wires.png
Scale bar: 50 um.
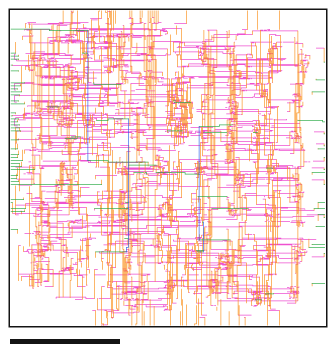
metal_density.png
Scale bar: 50 um. The die is cut into 29 by 29 equal tiles; dark blue is low, red is high, scaled to the fullest tile. Values are wire area over tile area, all layers added.
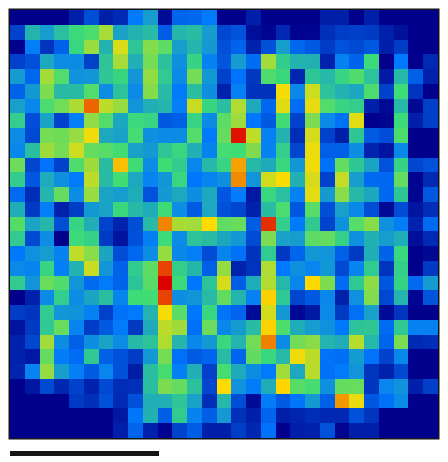
flops_by_reg.png
Scale bar: 50 um. Other sequential cells in the stronger grey, the rest of the logic in the fainter grey.
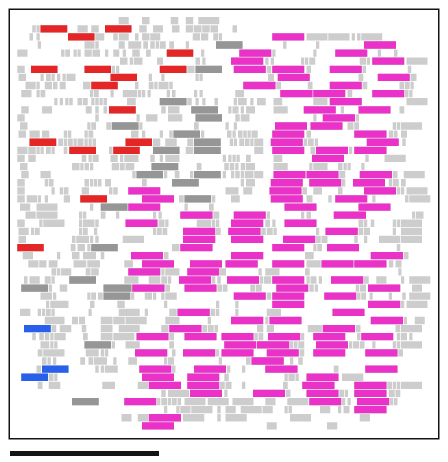
placement_by_type.png
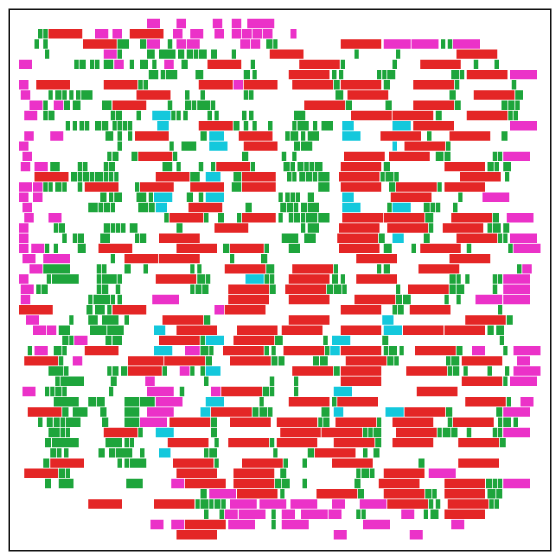
congestion.png
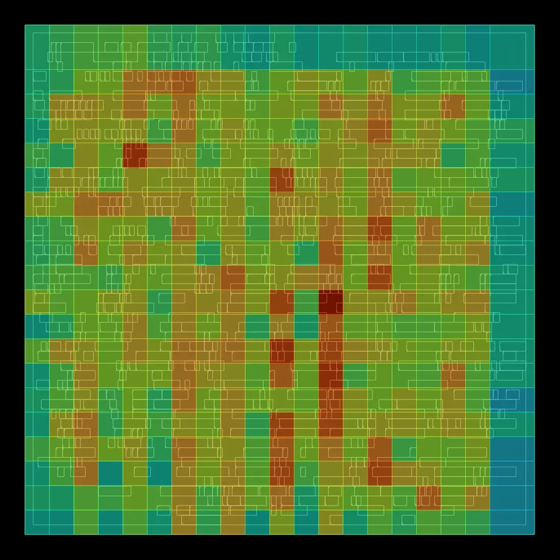
### src/rtl/fetch_pkg.sv
// fetch_pkg: shared types and constants for the instruction fetch stage.
//   fetch_state_t  - fetch FSM states
//   HLT_OPCODE_DEF - default opcode value that stops fetching
//   OPCODE_W       - opcode field width; the field occupies the top OPCODE_W
//                    bits of an instruction word
package fetch_pkg;

  typedef enum logic [1:0] {
    FETCH  = 2'd0,
    WAIT   = 2'd1,
    DRAIN  = 2'd2,
    HALTED = 2'd3
  } fetch_state_t;

  localparam int unsigned OPCODE_W = 4;
  localparam logic [OPCODE_W-1:0] HLT_OPCODE_DEF = 4'hF;

endpackage

### src/rtl/fetch_fifo.sv
// fetch_fifo: DEPTH-entry synchronous FIFO holding prefetched instructions.
// Ports:
//   clk, rst_n  clock, asynchronous active-low reset
//   push, din   write an entry (ignored when full or flushing)
//   pop, dout   read the head entry; dout is the current head (show-ahead)
//   flush       empty the FIFO; wins over a same-cycle push/pop
//   full, empty, count  occupancy status
// DEPTH must be a power of two so that the pointers wrap naturally.
module fetch_fifo #(
  parameter int unsigned WIDTH = 32,
  parameter int unsigned DEPTH = 4,
  localparam int unsigned CNT_W = $clog2(DEPTH + 1)
) (
  input  logic             clk,
  input  logic             rst_n,
  input  logic             push,
  input  logic             pop,
  input  logic             flush,
  input  logic [WIDTH-1:0] din,
  output logic             full,
  output logic             empty,
  output logic [CNT_W-1:0] count,
  output logic [WIDTH-1:0] dout
);

  localparam int unsigned PTR_W = (DEPTH > 1) ? $clog2(DEPTH) : 1;

  logic [WIDTH-1:0] r_mem [DEPTH];
  logic [PTR_W-1:0] r_wr_ptr;
  logic [PTR_W-1:0] r_rd_ptr;
  logic [CNT_W-1:0] r_count;
  logic             w_push;
  logic             w_pop;

  assign w_push = push & ~full & ~flush;
  assign w_pop  = pop & ~empty;

  assign full  = (r_count == CNT_W'(DEPTH));
  assign empty = (r_count == '0);
  assign count = r_count;
  assign dout  = r_mem[r_rd_ptr];

  // Storage array; contents need no reset since count gates visibility.
  always_ff @(posedge clk) begin
    if (w_push) begin
      r_mem[r_wr_ptr] <= din;
    end
  end

  // Pointer and occupancy tracking.
  always_ff @(posedge clk or negedge rst_n) begin
    if (!rst_n) begin
      r_wr_ptr <= '0;
      r_rd_ptr <= '0;
      r_count  <= '0;
    end else if (flush) begin
      r_wr_ptr <= '0;
      r_rd_ptr <= '0;
      r_count  <= '0;
    end else begin
      if (w_push) begin
        r_wr_ptr <= r_wr_ptr + PTR_W'(1);
      end
      if (w_pop) begin
        r_rd_ptr <= r_rd_ptr + PTR_W'(1);
      end
      case ({w_push, w_pop})
        2'b10:   r_count <= r_count + CNT_W'(1);
        2'b01:   r_count <= r_count - CNT_W'(1);
        default: r_count <= r_count;
      endcase
    end
  end

endmodule

### src/rtl/fetch_unit.sv
// fetch_unit: instruction fetch stage with variable-latency memory handshake
// and a prefetch queue feeding IF/ID.
// Ports:
//   clk, rst_n                     clock, asynchronous active-low reset
//   imem_req, imem_addr            fetch request and its address (= fetch PC)
//   imem_ack                       memory accepts the request this cycle
//   imem_rvalid, imem_rdata        one response per accepted request
//   redirect, redirect_pc          flush and restart fetch at a new PC
//   id_ready                       IF/ID can accept the head instruction
//   instr_valid, instr             head of the queue (instr = 0 when invalid)
//   instr_pc_plus2                 head PC + 2 (0 when invalid)
//   pc_out                         current fetch PC
//   fetch_halted                   fetch stopped by a HLT instruction
// Build option: define FETCH_BYPASS_EN to forward a response straight to
// IF/ID when the queue is empty and ID is ready (zero-cycle latency).
module fetch_unit
  import fetch_pkg::*;
#(
  parameter int unsigned         DATA_W     = 16,
  parameter int unsigned         ADDR_W     = 16,
  parameter int unsigned         DEPTH      = 4,
  parameter logic [ADDR_W-1:0]   RESET_PC   = '0,
  parameter logic [OPCODE_W-1:0] HLT_OPCODE = HLT_OPCODE_DEF
) (
  input  logic              clk,
  input  logic              rst_n,
  output logic              imem_req,
  output logic [ADDR_W-1:0] imem_addr,
  input  logic              imem_ack,
  input  logic              imem_rvalid,
  input  logic [DATA_W-1:0] imem_rdata,
  input  logic              redirect,
  input  logic [ADDR_W-1:0] redirect_pc,
  input  logic              id_ready,
  output logic              instr_valid,
  output logic [DATA_W-1:0] instr,
  output logic [ADDR_W-1:0] instr_pc_plus2,
  output logic [ADDR_W-1:0] pc_out,
  output logic              fetch_halted
);

  localparam int unsigned CNT_W = $clog2(DEPTH + 1);

  typedef struct packed {
    logic [DATA_W-1:0] instr;
    logic [ADDR_W-1:0] pc_plus2;
  } q_entry_t;

  fetch_state_t      r_state;
  fetch_state_t      w_state_nxt;
  logic [ADDR_W-1:0] r_fetch_pc;
  logic [ADDR_W-1:0] w_fetch_pc_nxt;
  logic [ADDR_W-1:0] r_req_pc;
  logic [ADDR_W-1:0] w_req_pc_nxt;
  logic              r_started;

  logic              w_q_full;
  logic              w_q_empty;
  logic [CNT_W-1:0]  w_q_count;
  q_entry_t          w_q_din;
  q_entry_t          w_q_dout;
  logic              w_push;
  logic              w_pop;
  logic              w_resp;
  logic              w_bypass;
  logic              w_is_hlt;
  logic [ADDR_W-1:0] w_resp_pc_plus2;

  // r_started keeps imem_req low while reset is asserted.
  assign imem_req = r_started & (r_state == FETCH) & (w_q_count < CNT_W'(DEPTH)) & ~redirect;
  assign imem_addr    = r_fetch_pc;
  assign pc_out       = r_fetch_pc;
  assign fetch_halted = (r_state == HALTED);

  assign w_is_hlt        = (imem_rdata[DATA_W-1 -: OPCODE_W] == HLT_OPCODE);
  assign w_resp          = (r_state == WAIT) & imem_rvalid & ~redirect;
  assign w_resp_pc_plus2 = r_req_pc + ADDR_W'(2);

`ifdef FETCH_BYPASS_EN
  assign w_bypass = w_resp & w_q_empty & id_ready;
`else
  assign w_bypass = 1'b0;
`endif

  // The reserved-slot request rule means full is never hit on push.
  assign w_push           = w_resp & ~w_bypass & ~w_q_full;
  assign w_pop            = ~w_q_empty & id_ready;
  assign w_q_din.instr    = imem_rdata;
  assign w_q_din.pc_plus2 = w_resp_pc_plus2;

  assign instr_valid    = ~w_q_empty | w_bypass;
  assign instr          = ~w_q_empty ? w_q_dout.instr :
                          (w_bypass ? imem_rdata : '0);
  assign instr_pc_plus2 = ~w_q_empty ? w_q_dout.pc_plus2 :
                          (w_bypass ? w_resp_pc_plus2 : '0);

  fetch_fifo #(
    .WIDTH ($bits(q_entry_t)),
    .DEPTH (DEPTH)
  ) u_fifo (
    .clk   (clk),
    .rst_n (rst_n),
    .push  (w_push),
    .pop   (w_pop),
    .flush (redirect),
    .din   (w_q_din),
    .full  (w_q_full),
    .empty (w_q_empty),
    .count (w_q_count),
    .dout  (w_q_dout)
  );

  // State and PC registers.
  always_ff @(posedge clk or negedge rst_n) begin
    if (!rst_n) begin
      r_state    <= FETCH;
      r_fetch_pc <= RESET_PC;
      r_req_pc   <= '0;
      r_started  <= 1'b0;
    end else begin
      r_state    <= w_state_nxt;
      r_fetch_pc <= w_fetch_pc_nxt;
      r_req_pc   <= w_req_pc_nxt;
      r_started  <= 1'b1;
    end
  end

  // Next-state and PC update; redirect overrides everything.
  always_comb begin
    w_state_nxt    = r_state;
    w_fetch_pc_nxt = r_fetch_pc;
    w_req_pc_nxt   = r_req_pc;
    if (redirect) begin
      w_fetch_pc_nxt = redirect_pc;
      case (r_state)
        WAIT:    w_state_nxt = imem_rvalid ? FETCH : DRAIN;
        // A response landing in the same cycle retires the outstanding request.
        DRAIN:   w_state_nxt = imem_rvalid ? FETCH : DRAIN;
        default: w_state_nxt = FETCH;
      endcase
    end else begin
      case (r_state)
        FETCH: begin
          if (imem_req && imem_ack) begin
            w_req_pc_nxt   = r_fetch_pc;
            w_fetch_pc_nxt = r_fetch_pc + ADDR_W'(2);
            w_state_nxt    = WAIT;
          end
        end
        WAIT: begin
          if (imem_rvalid) begin
            w_state_nxt = w_is_hlt ? HALTED : FETCH;
          end
        end
        DRAIN: begin
          if (imem_rvalid) begin
            w_state_nxt = FETCH;
          end
        end
        default: w_state_nxt = HALTED;
      endcase
    end
  end

endmodule

### config.mk
export PLATFORM = sky130hd
export DESIGN_NAME = fetch_unit
export DESIGN_NICKNAME = d
export VERILOG_FILES = /design/src/rtl/fetch_pkg.sv /design/src/rtl/fetch_fifo.sv /design/src/rtl/fetch_unit.sv
export SDC_FILE = /design/constraint.sdc
export NUM_CORES = 1
export LEC_CHECK = 0
export ABC_AREA = 1
export CAP_MARGIN = 30
export CELL_PAD_IN_SITES_DETAIL_PLACEMENT = 0
export CELL_PAD_IN_SITES_GLOBAL_PLACEMENT = 1
export CORE_MARGIN = 2
export CORE_UTILIZATION = 40
export CTS_BUF_LIST = sky130_fd_sc_hd__clkbuf_4 sky130_fd_sc_hd__clkbuf_8
export DETAILED_ROUTE_END_ITERATION = 8
export PLACE_DENSITY_LB_ADDON = 0.08
export SYNTH_ARGS = -nofsm -noshare
export SYNTH_HDL_FRONTEND = slang
export SYNTH_HIERARCHICAL = 1
export SYNTH_SLANG_ARGS = --single-unit
### constraint.sdc
create_clock -name clk -period 3 [get_ports clk]
set_input_delay 0.45 -clock clk [delete_from_list [all_inputs] [get_ports clk]]
set_output_delay 0.45 -clock clk [all_outputs]
set_load 0.1 [all_outputs]
==> run_results.csv <==
group,metric,value,unit
timing,maxSlewHeadroom,0.541,
route,num_vias,5371,
worst_setup_path,crit_path_end_kind,"output port",
timing,tightest_slew,0.689,ns
power,power_leakage,3.86,nW
timing,rsz0062_at_grt,"false",
final_layout,layout_top_cell,"edfxtp_1",
route,drc_errors,0,
final_layout,area_delta_synth_final,23.9,%
timing,hold_viol,0,
worst_setup_path,arrival,2.36,ns
timing,drv_slew,0,
clock_network,clk_pin_slew,0.09,ns
clock_network,cts_buffer_depth,2,
power,power_density,993,nW/um^2
worst_hold_path,hp-class,"in -> async",
grt,first_global_vias,5235,
logic_synthesis,yosys_warnings,6,
timing,post-route-period-util,0.938,
grt,grt_first_pass_wirelength,27600,um
worst_setup_path,crit_type,"reg -> out",
final_layout,drive_above_1_share,0.166,
run,warning_count,32,
clock_network,htree_levels,4,
worst_setup_path,worstSetupPathDepth,7,
die,core,19300,sq um
timing,final-setup-viol-count,0,
logic_synthesis,synthesis.area,7800,sq um
worst_setup_path,startpoint_type,"register",
worst_setup_path,r2r_cells,14,
die,fp_util,0.405,
logic_synthesis,fp_nets,789,
worst_setup_path,path_cells,"inv_2 > buf_4 > nor2_1 > o22ai_1 > inv_1 > nor2_1 > buf_12",
logic_synthesis,ys_seq_frac,0.627,
route,drt_iter0_drc,319,
logic_synthesis,syn_avg_cell_area,10.5,sq um
placement,dp_hpwl,10900,um
grt,antenna_found_initial,0,
placement,routabilityCongestion,0.820,
clock_network,cts.sinks,170,
logic_synthesis,yosysUniqueCellTypes,38,
status,run_status,"completed",
logic_synthesis,ys_cells,740,
die,die_w,144,um
die,row_count,51,
worst_setup_path,cpMostUsedCell,"nor2_1",
run,drv_cap,0,
worst_setup_path,path_buffers,4,
Back to the opening pictures, wires.png:
Key: green = metal 3 [wire length 525 um]; orange = metal 2 [wire length 8,360 um]; magenta = metal 1 [wire length 8,050 um]; blue = metal 4 [wire length 186 um]

Back to the opening pictures, metal_density.png:
19% of the tiles are over half the peak. 9.5% of the tiles are nearly empty. The mean over all tiles is 0.13. The fullest tile reaches 0.41.

Back to the opening pictures, flops_by_reg.png:
Key: red = imem_addr [sequential cells 16, where north-west]; magenta = u_fifo/r_mem [sequential cells 128]; blue = u_fifo/count [sequential cells 3]
Another 23 sequential cells are not coloured.

Back to the opening pictures, placement_by_type.png:
Key: red = flops [cells 170, share of their area 52%]; magenta = other buffers and delay cells [cells 116, share of their area 15%]; green = combinational and other logic [cells 524, share of their area 28%]; cyan = clock drivers and dummy loads [cells 32, share of their area 3.9%]

Back to the opening pictures, congestion.png:
Util after Layout: 0.502
Top Usage Layer GRT: met2
GRT Total Usage: 0.176
grt met2 use: 0.294
GR Util met1: 0.235

-- logic make-up after synthesis --
logic type      share of synthesized area
fa+ha+maj                          0.0186
compound gates                     0.0999
simple gates                        0.154
other cells                      0.000481
buf+inv                            0.0808
xor+xnor                           0.0191
flops                               0.627
-- through the flow --
stage	power (mW)	hold WS [ns]	utilization	std cells	instance area, sq um
5_1_grt	10.1	0.0658	0.502	1107	9670
2_1_floorplan	6.63	0.154	-	740	7800
3_5_place_dp	8.22	0.506	0.483	1075	9300
3_3_place_gp	8.18	0.492	0.483	1075	9300
4_1_cts	9.69	0.0394	0.502	1107	9670
6_report	9.61	0.0266	0.502	1107	9670
-- power breakdown --
group / switching, mW / internal [mW] / total, mW
registers: 0.242 / 2.88 / 3.12
clock network: 0.873 / 0.601 / 1.47
logic: 3.55 / 1.46 / 5.01
-- Yosys cell counts --
cell type	number	area (sq um)
nor2_4	1	11.3
buf_6	8	90.1
o21bai_1	2	15.0
nor2_8	1	20.0
o21ai_0	61	305
ha_1	10	125
o21a_1	2	15.0
o21ai_1	26	130
nand3b_1	4	30.0
xnor2_1	4	35.0
inv_4	2	12.5
inv_2	3	11.3
nand3_1	32	160
o22ai_1	36	225
buf_4	17	128
clkbuf_1	15	56.3
nand2_2	3	18.8
nand3_4	1	17.5
fa_1	1	20.0
edfxtp_1	128	3840
nand2_1	85	319
conb_1	1	3.75
nor3_1	7	35.0
buf_2	6	30.0
nor2_2	3	18.8
clkinv_2	1	5.00
a21boi_4	1	18.8
inv_1	77	289
o211ai_1	6	45.0
dfrtp_1	42	1050
nand4_1	4	25.0
inv_6	1	8.76
xor2_1	13	114
nor3_2	1	10.0
nand2_4	4	45.0
nand2_8	1	20.0
nor2_1	125	469
a21oi_1	5	25.0
-- layer usage --
metal  routed length (um)  global-route usage  vias up
met2                 8360               0.294      109
met3                  524              0.0330       14
met1                 8050               0.235     2583
met4                  185              0.0516        0
li1                     -                   -     2665
met5                    0                   0        -
-- registers in the layout, summed over array words and instances, names as in the netlist --
name             flops
r_started            1
u_fifo/r_mem       128
u_fifo/r_wr_ptr      2
r_state              2
u_fifo/count         3
imem_addr           16
r_req_pc            16
u_fifo/r_rd_ptr      2
-- worst paths after layout --
| check | end | slack (ns) |
|---|---|---|
| setup / recovery | instr[14] | 0.19 |
| hold reg to reg | r_req_pc[15] | 0.52 |
| setup reg to reg | u_fifo/count[2] | 0.47 |
| hold / removal | r_req_pc[2] | 0.03 |
| max in group asynchronous | r_req_pc[6] | 2.30 |
| min in group clk | r_req_pc[15] | 0.52 |
-- final cells by class --
class                      count  area [sq um]
timing repair buffer         116          1440
tap                          265           332
inverter                      84           327
sequential                   170          4900
clock buffer                  17           234
fill                        1740          9600
multi-input combinational    440          2310
clock inverter                15           130
-- what timing repair did --
item | CTS | global route
setup endpoints to repair | 0 | 1
buffers inserted | 0 | 0
gates resized | 0 | 1
Power and IR drop assume default switching activity.
